===== src/rtl/controller_pkg.sv =====
// Shared encodings for the main controller: display modes, UART command
// bytes and the acknowledge transmitter state machine.
package controller_pkg;

  localparam int MODE_W = 2;

  typedef enum logic [MODE_W-1:0] {
    MODE_WATCH     = 2'd0,
    MODE_STOPWATCH = 2'd1,
    MODE_SENS_A    = 2'd2,
    MODE_SENS_B    = 2'd3
  } mode_e;

  localparam logic [7:0] CMD_MODE_NEXT = 8'h4D;  // 'M'
  localparam logic [7:0] CMD_MODE_HOME = 8'h57;  // 'W'
  localparam logic [7:0] ASCII_ZERO    = 8'h30;  // '0'

  typedef enum logic [1:0] {
    IDLE   = 2'd0,
    LAUNCH = 2'd1,
    DRAIN  = 2'd2
  } tx_state_e;

  // Last LAUNCH cycle index before giving up on tx_busy (4 cycles total)
  localparam logic [1:0] LAUNCH_LAST = 2'd3;

  // ASCII digit reporting a mode in the acknowledge stream
  function automatic logic [7:0] mode_ascii(input mode_e m);
    return ASCII_ZERO + {6'd0, m};
  endfunction

endpackage


===== src/rtl/ack_fifo.sv =====
// Small synchronous FIFO for acknowledge bytes. The head entry is visible
// combinationally; a push and a pop may happen in the same cycle, also when full.
module ack_fifo #(
  parameter int DATA_W = 8,
  parameter int DEPTH  = 4
) (
  input  logic              clk,
  input  logic              rst,
  input  logic              push,
  input  logic [DATA_W-1:0] push_data,
  input  logic              pop,
  output logic [DATA_W-1:0] head,
  output logic              full,
  output logic              empty
);

  localparam int PTR_W = $clog2(DEPTH);

  logic [DATA_W-1:0] mem [DEPTH];
  logic [PTR_W-1:0]  wr_ptr;
  logic [PTR_W-1:0]  rd_ptr;
  logic [PTR_W:0]    count;
  logic              push_ok;
  logic              pop_ok;

  // A full FIFO still accepts a push when the head leaves in the same cycle
  assign push_ok = push && (!full || pop);
  assign pop_ok  = pop && !empty;

  // DEPTH is a power of two, so the count MSB alone marks full
  assign full  = count[PTR_W];
  assign empty = (count == '0);
  assign head  = mem[rd_ptr];

  // Pointer and occupancy bookkeeping
  always_ff @(posedge clk or negedge rst) begin
    if (!rst) begin
      wr_ptr <= '0;
      rd_ptr <= '0;
      count  <= '0;
    end else begin
      if (push_ok) wr_ptr <= wr_ptr + 1'b1;
      if (pop_ok)  rd_ptr <= rd_ptr + 1'b1;
      case ({push_ok, pop_ok})
        2'b10:   count <= count + 1'b1;
        2'b01:   count <= count - 1'b1;
        default: count <= count;
      endcase
    end
  end

  // Storage array; contents are don't-care until written
  always_ff @(posedge clk) begin
    if (push_ok) mem[wr_ptr] <= push_data;
  end

endmodule


===== src/rtl/uart_cmd_dispatcher.sv =====
// Shares the UART RX byte stream between the per-mode decoders, consumes
// mode-change commands, and returns one acknowledge byte per received byte
// through the UART TX core.
module uart_cmd_dispatcher
  import controller_pkg::*;
#(
  parameter int N_MODE    = 4,
  parameter int ACK_DEPTH = 4,
  parameter int DATA_W    = 8
) (
  input  logic              clk,
  input  logic              rst,
  input  logic [DATA_W-1:0] rx_data,
  input  logic              rx_done,
  input  logic              btn_mode,
  input  logic              tx_busy,
  output logic [1:0]        o_mode,
  output logic [N_MODE-1:0] o_sel,
  output logic [DATA_W-1:0] o_rx_data,
  output logic              o_rx_done,
  output logic              tx_start,
  output logic [DATA_W-1:0] tx_data,
  output logic              o_ack_ovf
);

  function automatic logic [N_MODE-1:0] sel_onehot(input mode_e m);
    logic [N_MODE-1:0] s;
    s    = '0;
    s[m] = 1'b1;
    return s;
  endfunction

  mode_e             mode_q;
  mode_e             mode_nxt;
  logic              is_next;
  logic              is_home;
  logic              is_cmd;
  logic              fwd;

  logic [DATA_W-1:0] fwd_data_p1;
  logic [N_MODE-1:0] fwd_sel_p1;
  logic              vld_p1;

  logic              ack_push;
  logic [DATA_W-1:0] ack_data;
  logic              ack_pop;
  logic [DATA_W-1:0] ack_head;
  logic              ack_full;
  logic              ack_empty;
  logic              ovf_q;

  tx_state_e         state_q;
  tx_state_e         state_nxt;
  logic [1:0]        lcnt_q;
  logic [1:0]        lcnt_nxt;

  assign is_next = rx_done && (rx_data == CMD_MODE_NEXT);
  assign is_home = rx_done && (rx_data == CMD_MODE_HOME);
  assign is_cmd  = is_next || is_home;
  assign fwd     = rx_done && !is_cmd;

  // Next mode: 'W' overrides everything; 'M' and the button together step once
  always_comb begin
    mode_nxt = mode_q;
    if (is_home) begin
      mode_nxt = MODE_WATCH;
    end else if (is_next || btn_mode) begin
      mode_nxt = mode_e'(mode_q + 1'b1);
    end
  end

  // Live display mode register
  always_ff @(posedge clk or negedge rst) begin
    if (!rst) mode_q <= MODE_WATCH;
    else      mode_q <= mode_nxt;
  end

  // Stage p0 -> p1: forward non-command bytes with the select of the pre-update mode
  always_ff @(posedge clk or negedge rst) begin
    if (!rst) begin
      vld_p1      <= 1'b0;
      fwd_data_p1 <= '0;
      fwd_sel_p1  <= sel_onehot(MODE_WATCH);
    end else begin
      vld_p1 <= fwd;
      if (fwd) begin
        fwd_data_p1 <= rx_data;
        fwd_sel_p1  <= sel_onehot(mode_q);
      end
    end
  end

  assign o_mode    = mode_q;
  assign o_sel     = fwd_sel_p1;
  assign o_rx_data = fwd_data_p1;
  assign o_rx_done = vld_p1;

  // Commands are acknowledged with the resulting mode digit, data bytes are echoed
  assign ack_push = rx_done;
  assign ack_data = is_cmd ? mode_ascii(mode_nxt) : rx_data;

  ack_fifo #(
    .DATA_W (DATA_W),
    .DEPTH  (ACK_DEPTH)
  ) u_ack_fifo (
    .clk       (clk),
    .rst       (rst),
    .push      (ack_push),
    .push_data (ack_data),
    .pop       (ack_pop),
    .head      (ack_head),
    .full      (ack_full),
    .empty     (ack_empty)
  );

  // Sticky overflow: a push into a full FIFO with no pop is lost
  always_ff @(posedge clk or negedge rst) begin
    if (!rst)                             ovf_q <= 1'b0;
    else if (ack_push && ack_full && !ack_pop) ovf_q <= 1'b1;
  end

  assign o_ack_ovf = ovf_q;

  // TX sequencer state register
  always_ff @(posedge clk or negedge rst) begin
    if (!rst) begin
      state_q <= IDLE;
      lcnt_q  <= '0;
    end else begin
      state_q <= state_nxt;
      lcnt_q  <= lcnt_nxt;
    end
  end

  // TX sequencer next state: pop in IDLE, wait for busy in LAUNCH (bounded), wait for idle in DRAIN
  always_comb begin
    state_nxt = state_q;
    lcnt_nxt  = lcnt_q;
    ack_pop   = 1'b0;
    unique case (state_q)
      IDLE: begin
        if (!ack_empty && !tx_busy) begin
          ack_pop   = 1'b1;
          state_nxt = LAUNCH;
          lcnt_nxt  = '0;
        end
      end
      LAUNCH: begin
        if (tx_busy) begin
          state_nxt = DRAIN;
        end else if (lcnt_q == LAUNCH_LAST) begin
          state_nxt = IDLE;
        end else begin
          lcnt_nxt = lcnt_q + 1'b1;
        end
      end
      DRAIN: begin
        if (!tx_busy) state_nxt = IDLE;
      end
      default: state_nxt = IDLE;
    endcase
  end

  // Transmit request is a one-cycle pulse carrying the popped head byte
  always_ff @(posedge clk or negedge rst) begin
    if (!rst) begin
      tx_start <= 1'b0;
      tx_data  <= '0;
    end else begin
      tx_start <= ack_pop;
      if (ack_pop) tx_data <= ack_head;
    end
  end

endmodule


===== config.mk =====
export PLATFORM = sky130hd
export DESIGN_NAME = uart_cmd_dispatcher
export DESIGN_NICKNAME = d
export VERILOG_FILES = /design/src/rtl/controller_pkg.sv /design/src/rtl/ack_fifo.sv /design/src/rtl/uart_cmd_dispatcher.sv
export SDC_FILE = /design/constraint.sdc
export NUM_CORES = 1
export LEC_CHECK = 0
export ABC_AREA = 1
export CAP_MARGIN = 25
export CORE_MARGIN = 4
export CORE_UTILIZATION = 43
export DETAILED_ROUTE_END_ITERATION = 12
export GPL_TIMING_DRIVEN = 1
export PLACE_DENSITY_LB_ADDON = 0.2
export SYNTH_ARGS = -nofsm -noshare
export SYNTH_HDL_FRONTEND = slang
export SYNTH_HIERARCHICAL = 1
export SYNTH_SLANG_ARGS = --single-unit

===== constraint.sdc =====
create_clock -name clk -period 2.9 [get_ports clk]
set_input_delay 0.58 -clock clk [delete_from_list [all_inputs] [get_ports clk]]
set_output_delay 0.58 -clock clk [all_outputs]
set_load 0.03 [all_outputs]

### Clock distribution

Drawn at 4 px/um.
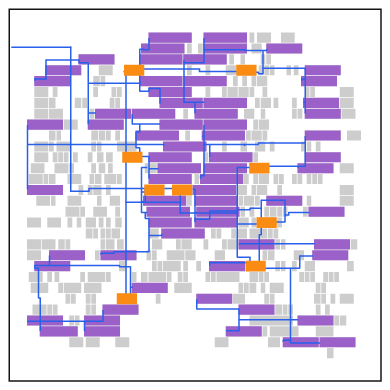
clock drivers -> orange  # count 9
flip-flops -> purple  # count 68
clock wires -> blue  # length 843 um
routed clock nets = 10

==> Changelog: implementation <==
## Flow update

* Run status: finished clean
* Post-CTS setup buffer count at 0
* Yosys top cell by area: edfxtp_1
* Simple share at 0.186
* Final nets at between 300 and 400
* DPL Wire Length at approximately 4000 um
* Final WS setup at 0.565 ns
* Init Core Util at 0.448
* Worst Setup SP: u_ack_fifo/count[2]
* Async S/R FF share, synth at 0.529
* Synth Area in XOR/XNOR at 0.00285
* # rows at 30
* Fin cells at ~460
* Syn avg cell area at a little under 10 um2
* Least-Margin Pin Slew at roughly 0.80 ns
* Yosys chip area at 3080 um2
* Period utilization at 0.805
* Switching Share at 0.364
* Unique masters post-synth at 27
* Internal power at approximately 2.1 mW
* Logic area at 948 um2
* Top Layout Cells: 101 x nand2_1, 49 x inv_1, 36 x clkdlybuf4s50_1, 35 x dfrtp_1, 32 x edfxtp_1
* Final Setup Violations at 0
* Worst Setup Path Type: flop to flop
* Setup tns final at 0 ns
* Via count at 2088
* Reg-to-reg critical path endpoint: u_ack_fifo/count[2]
* Total clock buffers created by CTS at 9
* Leak at between 1.5 and 2 nW
* Vias/cell at 4.54
* Dpl cells at 445
* DR top layer: met4
* DRT iter0 DRCs at between 100 and 150
* Synth flops at just under 70
* Post-Synthesis Cells at about 310
* Comb area leader: simple AND/OR/NAND/NOR gates
* Part of the power in registers at 0.417
* Initial antenna violation count at 0
* Pwr Density at between 900 and 1000 nW/um2
* Post-route minimum period at roughly 2.3 ns
* EDFF count, synth at 32
* Logic pwr share at 0.362
* Yosys Instances at 312
* Adder Area Share at 0.0472
* Sequential cell area at 1860 um2
* Reg-to-reg critical path startpoint: u_ack_fifo/count[2]
* WP data arrival at 2.56 ns
### Clock nets

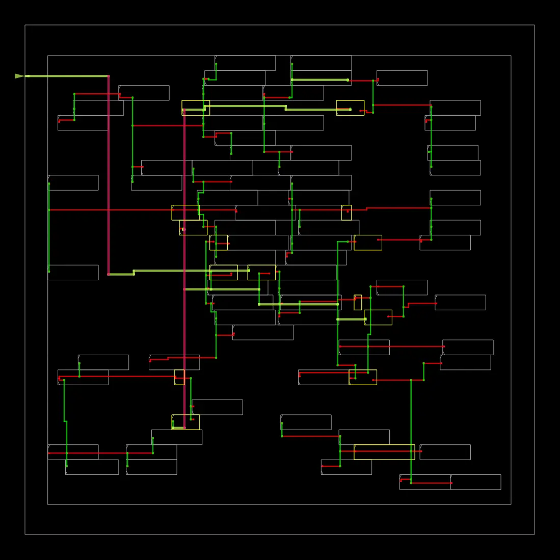
clkbuf count: 10
Power Clock: 0.746 mW
flop count: 68

==> cell type report <==
class                      count  area share
sequential                    68       0.498
multi-input combinational    184       0.253
clock buffer                  10      0.0368
inverter                      52      0.0522
timing repair buffer          45       0.114
clock inverter                 5      0.0140
tap                           96      0.0321
==> logic make-up (layout without fill, tap and decap cells) <==
kind of cell             after synthesis  in the layout
buffers and inverters                 60            112
AND/OR/NAND/NOR                      139            139
flip-flops                            68             68
XOR/XNOR                               1              1
adder cells (fa/ha/maj)               11             11
AND-OR/OR-AND                         33             33
==> metrics by stage <==
stage / total power [mW] / cell area (um2) / hold slack [ns] / utilization
global placement: 2.62 / 3550 / 0.461 / 0.517
CTS: 3.42 / 3740 / 0.354 / 0.545
floorplan: 2.28 / 3080 / 0.284 / -
global route: 3.64 / 3740 / 0.395 / 0.545
detailed placement: 2.66 / 3550 / 0.461 / 0.517
finish: 3.37 / 3740 / 0.327 / 0.545
==> power groups by stage <==
stage	logic, mW	registers (mW)	clock network, mW
floorplan	0.711	1.57	0
global placement	1.20	1.42	0
detailed placement	1.23	1.42	0
CTS	1.24	1.41	0.773
global route	1.38	1.44	0.823
finish	1.22	1.41	0.746
==> critical path, stage by stage, from the launching register on <==
cell      delay [ns]
dfrtp_1         0.40
inv_1           0.17
nand3_2         0.15
inv_1           0.07
nor2_1          0.03
nand2_1         0.08
clkinv_1        0.17
o21ai_4         0.20
ha_1            0.20
inv_1           0.07
fa_1            0.39
nand2_1         0.11
nand3_1         0.08
nand2_1         0.06
nand2_1         0.04
==> synth_stat cells, types with 2 or more instances <==
cell type,number
nand3_2,3
dfrtp_1,35
nand3_1,9
nor2_1,19
nand4_1,3
nand2_1,101
buf_4,4
ha_1,10
o21ai_0,13
edfxtp_1,32
o211ai_1,17
buf_6,2
inv_1,49
inv_2,2
Power and IR drop assume default switching activity.
